===== config.mk =====
export PLATFORM = sky130hd
export DESIGN_NAME = apb_req_arbiter
export DESIGN_NICKNAME = d
export VERILOG_FILES = /design/src/rtl/apb_req_arbiter.sv
export SDC_FILE = /design/constraint.sdc
export NUM_CORES = 1
export LEC_CHECK = 0
export CORE_MARGIN = 2
export CORE_UTILIZATION = 45
export DETAILED_ROUTE_END_ITERATION = 10
export PLACE_DENSITY_LB_ADDON = 0.05
export SYNTH_ARGS = -nofsm -noshare
export SYNTH_HDL_FRONTEND = slang
export SYNTH_SLANG_ARGS = --single-unit

===== constraint.sdc =====
create_clock -name pclk -period 3.9 [get_ports pclk]
set_clock_uncertainty 0.15 [all_clocks]
set_input_delay 0.78 -clock pclk [delete_from_list [all_inputs] [get_ports pclk]]
set_output_delay 0.78 -clock pclk [all_outputs]
set_load 0.02 [all_outputs]

===== src/rtl/apb_req_arbiter.sv =====
// Two-port round-robin front end for the APB master's processor-side interface.
// One transfer is outstanding at a time, and a watchdog aborts any transfer whose done never arrives.
module apb_req_arbiter #(
   parameter int unsigned TIMEOUT_CYCLES = 255
) (
   input  logic        pclk,
   input  logic        preset,
   input  logic        r0_req,
   input  logic        r0_write,
   input  logic [8:0]  r0_addr,
   input  logic [15:0] r0_wdata,
   output logic        r0_ack,
   output logic [15:0] r0_rdata,
   output logic        r0_err,
   input  logic        r1_req,
   input  logic        r1_write,
   input  logic [8:0]  r1_addr,
   input  logic [15:0] r1_wdata,
   output logic        r1_ack,
   output logic [15:0] r1_rdata,
   output logic        r1_err,
   output logic        m_wr_en,
   output logic        m_rd_en,
   output logic [8:0]  m_wr_addr,
   output logic [8:0]  m_rd_addr,
   output logic [15:0] m_wr_data,
   input  logic        m_wr_done,
   input  logic        m_rd_done,
   input  logic [15:0] m_rd_data
);
   localparam int unsigned CW = $clog2(TIMEOUT_CYCLES + 1);
   localparam logic [CW-1:0] CNT_LAST = CW'(TIMEOUT_CYCLES - 1);

   typedef enum logic [1:0] {S_IDLE, S_ISSUE, S_WAIT, S_RESP} state_t;

   state_t        state;
   logic          last_grant;
   logic          gnt;
   logic          cur_write;
   logic [CW-1:0] cnt;

   logic          sel1;
   logic          g_write;
   logic [8:0]    g_addr;
   logic [15:0]   g_wdata;
   logic          done;
   logic          timeout;
   logic [15:0]   resp_rdata;

   always_comb begin
      sel1 = r1_req;
      if (r0_req && r1_req)
         sel1 = ~last_grant;
      g_write    = sel1 ? r1_write : r0_write;
      g_addr     = sel1 ? r1_addr  : r0_addr;
      g_wdata    = sel1 ? r1_wdata : r0_wdata;
      done       = cur_write ? m_wr_done : m_rd_done;
      // a done in the final count cycle beats the timeout
      timeout    = (cnt == CNT_LAST) && !done;
      resp_rdata = done ? m_rd_data : '0;
   end

   always_ff @(posedge pclk or posedge preset) begin
      if (preset) begin
         state      <= S_IDLE;
         last_grant <= 1'b1;
         gnt        <= 1'b0;
         cur_write  <= 1'b0;
         cnt        <= '0;
         m_wr_en    <= 1'b0;
         m_rd_en    <= 1'b0;
         m_wr_addr  <= '0;
         m_rd_addr  <= '0;
         m_wr_data  <= '0;
         r0_ack     <= 1'b0;
         r0_err     <= 1'b0;
         r0_rdata   <= '0;
         r1_ack     <= 1'b0;
         r1_err     <= 1'b0;
         r1_rdata   <= '0;
      end else begin
         case (state)
            S_IDLE: begin
               if (r0_req || r1_req) begin
                  gnt       <= sel1;
                  cur_write <= g_write;
                  cnt       <= '0;
                  if (g_write) begin
                     m_wr_en   <= 1'b1;
                     m_wr_addr <= g_addr;
                     m_wr_data <= g_wdata;
                  end else begin
                     m_rd_en   <= 1'b1;
                     m_rd_addr <= g_addr;
                  end
                  state <= S_ISSUE;
               end
            end
            // done may still be high from the previous transfer, so it is not looked at here
            S_ISSUE: state <= S_WAIT;
            S_WAIT: begin
               if (done || timeout) begin
                  m_wr_en <= 1'b0;
                  m_rd_en <= 1'b0;
                  state   <= S_RESP;
                  if (gnt) begin
                     r1_ack <= 1'b1;
                     r1_err <= timeout;
                     if (!cur_write)
                        r1_rdata <= resp_rdata;
                  end else begin
                     r0_ack <= 1'b1;
                     r0_err <= timeout;
                     if (!cur_write)
                        r0_rdata <= resp_rdata;
                  end
               end else if (cnt != '1) begin
                  cnt <= cnt + CW'(1);
               end
            end
            S_RESP: begin
               r0_ack     <= 1'b0;
               r1_ack     <= 1'b0;
               last_grant <= gnt;
               state      <= S_IDLE;
            end
            default: state <= S_IDLE;
         endcase
      end
   end
endmodule

==> impl_metrics.csv <==
group,metric,value,unit
worst_setup_path,r2r_slack,1.31,ns
worst_setup_path,crit_path_top_delay_cell,"sky130_fd_sc_hd__clkdlybuf4s50_1",
clocking,clock_transition_time_at_the_flip_flop_clock_pins_of_the_worst_setup_and_hold_paths,0.09,ns
placement,globalplace.congestion,0.752,
worst_setup_path,timing.critical_path.arrival,2.91,ns
sta,final_min_period_over_clock_period,72.5,%
power_and_ir_drop,power.sequential.total,1.50,mW
global_routing,globalRouteOverflowTotal,0,
synthesis,yosysCellCount,306,
sta,timing.final.setup_violations,0,
final_layout,largest_cell_class,"registers",
global_routing,layer_with_the_highest_usage_after_global_routing,"met2",
floorplan,core,8720,um^2
final_layout,finish.utilization,66.8,%
route,topRoutingLayerUsed,"met4",
worst_setup_path,worst_setup_path_endpoint,"m_wr_addr[7]",
final_layout,buf_share,25.6,%
worst_setup_path,worst_path_largest_cell_delay,0.58,ns
final_layout,num_antenna_cells,0,
global_routing,first_pass_grt_wire_length,15400,um
floorplan,tap-cell-count,108,
worst_setup_path,critPathKind,"in -> reg",
synthesis,enable_flop_cells,0,
final_layout,n_all_inverters,9,
clocking,cts_setup_buffers,0,
status,run_status,"finished, final reports clean",
route,vias_per_cell,5.18,
worst_setup_path,setup.worst_path.start,"r1_req",
final_layout,filler_cell_count,669,
final_layout,n_clock_buffer,9,
final_layout,register_area,2130,um^2
synthesis,syn-cell-area,4060,um^2
placement,post_placement_cell_area,5630,um^2
synthesis,top_logic_kind,"multiplexers",
clocking,root_buffer,"sky130_fd_sc_hd__clkbuf_8",
final_layout,comb_cell_area,1840,um^2
final_layout,layout_top_cells,"145 x sky130_fd_sc_hd__clkdlybuf4s50_1, 84 x sky130_fd_sc_hd__mux2_2, 84 x sky130_fd_sc_hd__dfrtp_1, 18 x sky130_fd_sc_hd__and2_1, 13 x sky130_fd_sc_hd__nand2_1",
placement,preCtsSetupSlack,0.699,ns
synthesis,yosys_warnings,0,
final_layout,layout_stage_area_growth_over_the_synthesis_result,43.7,%
clocking,number_of_clock_sinks,85,
clocking,cts.hold.buffers_added,0,
worst_setup_path,required,3.98,ns
floorplan,die.size.x,99.0,um
sta,timing.final.crit_period,2.83,ns
power_and_ir_drop,maxPowerGroup,"combinational cells",
power_and_ir_drop,power_density,735,nW/um^2
floorplan,rows,34,
final_layout,top_logic_cell_by_instance_count_in_the_layout,"sky130_fd_sc_hd__clkdlybuf4s50_1",
sta,transition_at_the_pin_with_the_smallest_max_transition_slack,0.941,ns
route,met2RoutedLength,4540,um
power_and_ir_drop,power.total,4.29,mW
global_routing,met2_usage,33.3,%
run,maxCapViolCount,0,
worst_setup_path,worst_path_most_repeated_cell,"sky130_fd_sc_hd__mux2_2",
clocking,postCtsResizedCells,0,
worst_setup_path,worstPathBufferInverterCount,2,
global_routing,grt.total_usage,19.6,%
worst_setup_path,reg2reg_to,"r0_rdata[0]",
synthesis,syn_avg_cell_area,13.3,um^2
final_layout,layout-drive-gt1-share,27.5,%
worst_setup_path,path_delay_family,"buffers and inverters",
clocking,cts.path.max_buffers,2,
final_layout,fraction_of_standard_cell_area_that_is_sequential,36.5,%
route,route.antenna.remaining_nets,0,
worst_setup_path,timing.critical_path.to_type,"register",
synthesis,cell_count_after_synthesis,306,
synthesis,synth-area-yosys,4060,um^2
synthesis,synth.yosys.seq_area_share,52.5,%
final_layout,finish.cell_count_without_fillers,566,
sta,worst_slack,1.07,ns
worst_setup_path,crit_fanout,16,
min_path,hp-start,"r1_err",
worst_setup_path,r2r-start,"state[0]",
floorplan,chip_area,9790,um^2
floorplan,floorplan_utilization,46.5,%
sta,slew_violations,0,
clocking,clock_tree.htree_level_count,3,
worst_setup_path,worst-path-stages,5,
power_and_ir_drop,power.sequential.fraction,34.9,%
global_routing,grt_pass1_vias,3185,
sta,timing.fmax,354,MHz
synthesis,synthArstFlopShare,100,%
min_path,worst_hold_path_type,"reg -> reg",
power_and_ir_drop,net-switching-power,1.57,mW
synthesis,ys_sh_adder,1.85,%
worst_setup_path,timing.critical_path.cells,"clkdlybuf4s50_1 > a21boi_4 > buf_4 > mux2_2 > mux2_2",
global_routing,grt_start_max_net_pins,51,
final_layout,buffers_excl_clock,149,
power_and_ir_drop,switching_share,36.5,%
route,wl_met3,637,um
route,wl_met1,3880,um
synthesis,synth.cellmix.xorXnorShare,0,%
power_and_ir_drop,max-vdd-ir-drop,409,uV
floorplan,num_io_pins,146,
route,detail_route.first_pass.iterations,4,
sta,slew_headroom,36.8,%
synthesis,aoi_share,6.48,%
synthesis,synth.area.top_cells,"sky130_fd_sc_hd__dfrtp_1 52%, sky130_fd_sc_hd__mux2_2 23%, sky130_fd_sc_hd__mux2_4 3.7%",
route,drt_iter0_drc,86,
final_layout,logic_gate_count,199,
global_routing,antenna_found_initial,0,
power_and_ir_drop,comb_power,2.17,mW
placement,placed_cells,550,
synthesis,synthDominantCellAreaShare,51.8,%
synthesis,synthesis.nets,386,
route,remaining_drc_errors,0,
sta,rsz_0062_raised_after_global_routing,"false",
sta,whs,0.354,ns
final_layout,stdcell_area,5830,um^2
placement,port_buffers,145,
synthesis,synth_flops,85,
floorplan,floorplan.die.height,99.0,um
synthesis,simple_gate_area_share,7.86,%
synthesis,synthDominantAreaCellType,"sky130_fd_sc_hd__dfrtp_1",
route,routed_wire_length_per_instance,16.3,um
worst_setup_path,crit_path_start_kind,"input pin",
clocking,cts_bufs_inserted,9,
run,warning_count,30,
final_layout,area_share_clock_buf_inv,3.37,%
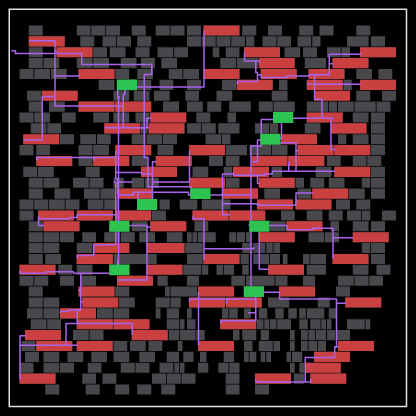
(clock network drawn from the DEF)
Drawn at 4 px/um.
legend:
  flip-flops:
    color: red
    count: 85
  cells driving clock nets:
    color: green
    count: 9
  clock wires:
    color: purple
    length: 1,000 um
flops lie: widely spread
routed clock nets: 10
part of the power in the clock network: 14.5%
insertion delay to the later sink of the worst-skew pair: 0.35 ns
Clock net power: 621 uW

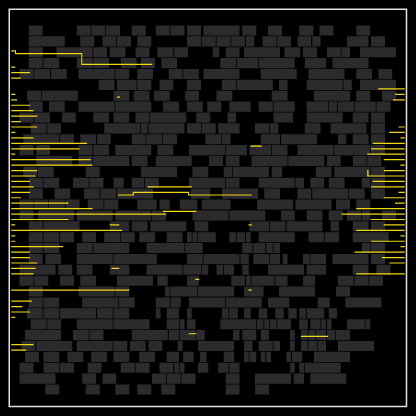
(the metal 3 layer)
Drawn at 4 px/um. Cells faint in the background.
nets with wire on the layer: 78
main direction: horizontal
wire length on this layer: 638 um
total via count in the routed design: 2,930
met3 usage in global routing: 5.32%
Total Routed Length: 9200 um

Power figures rest on the tool's default switching activity, not on a simulated workload.
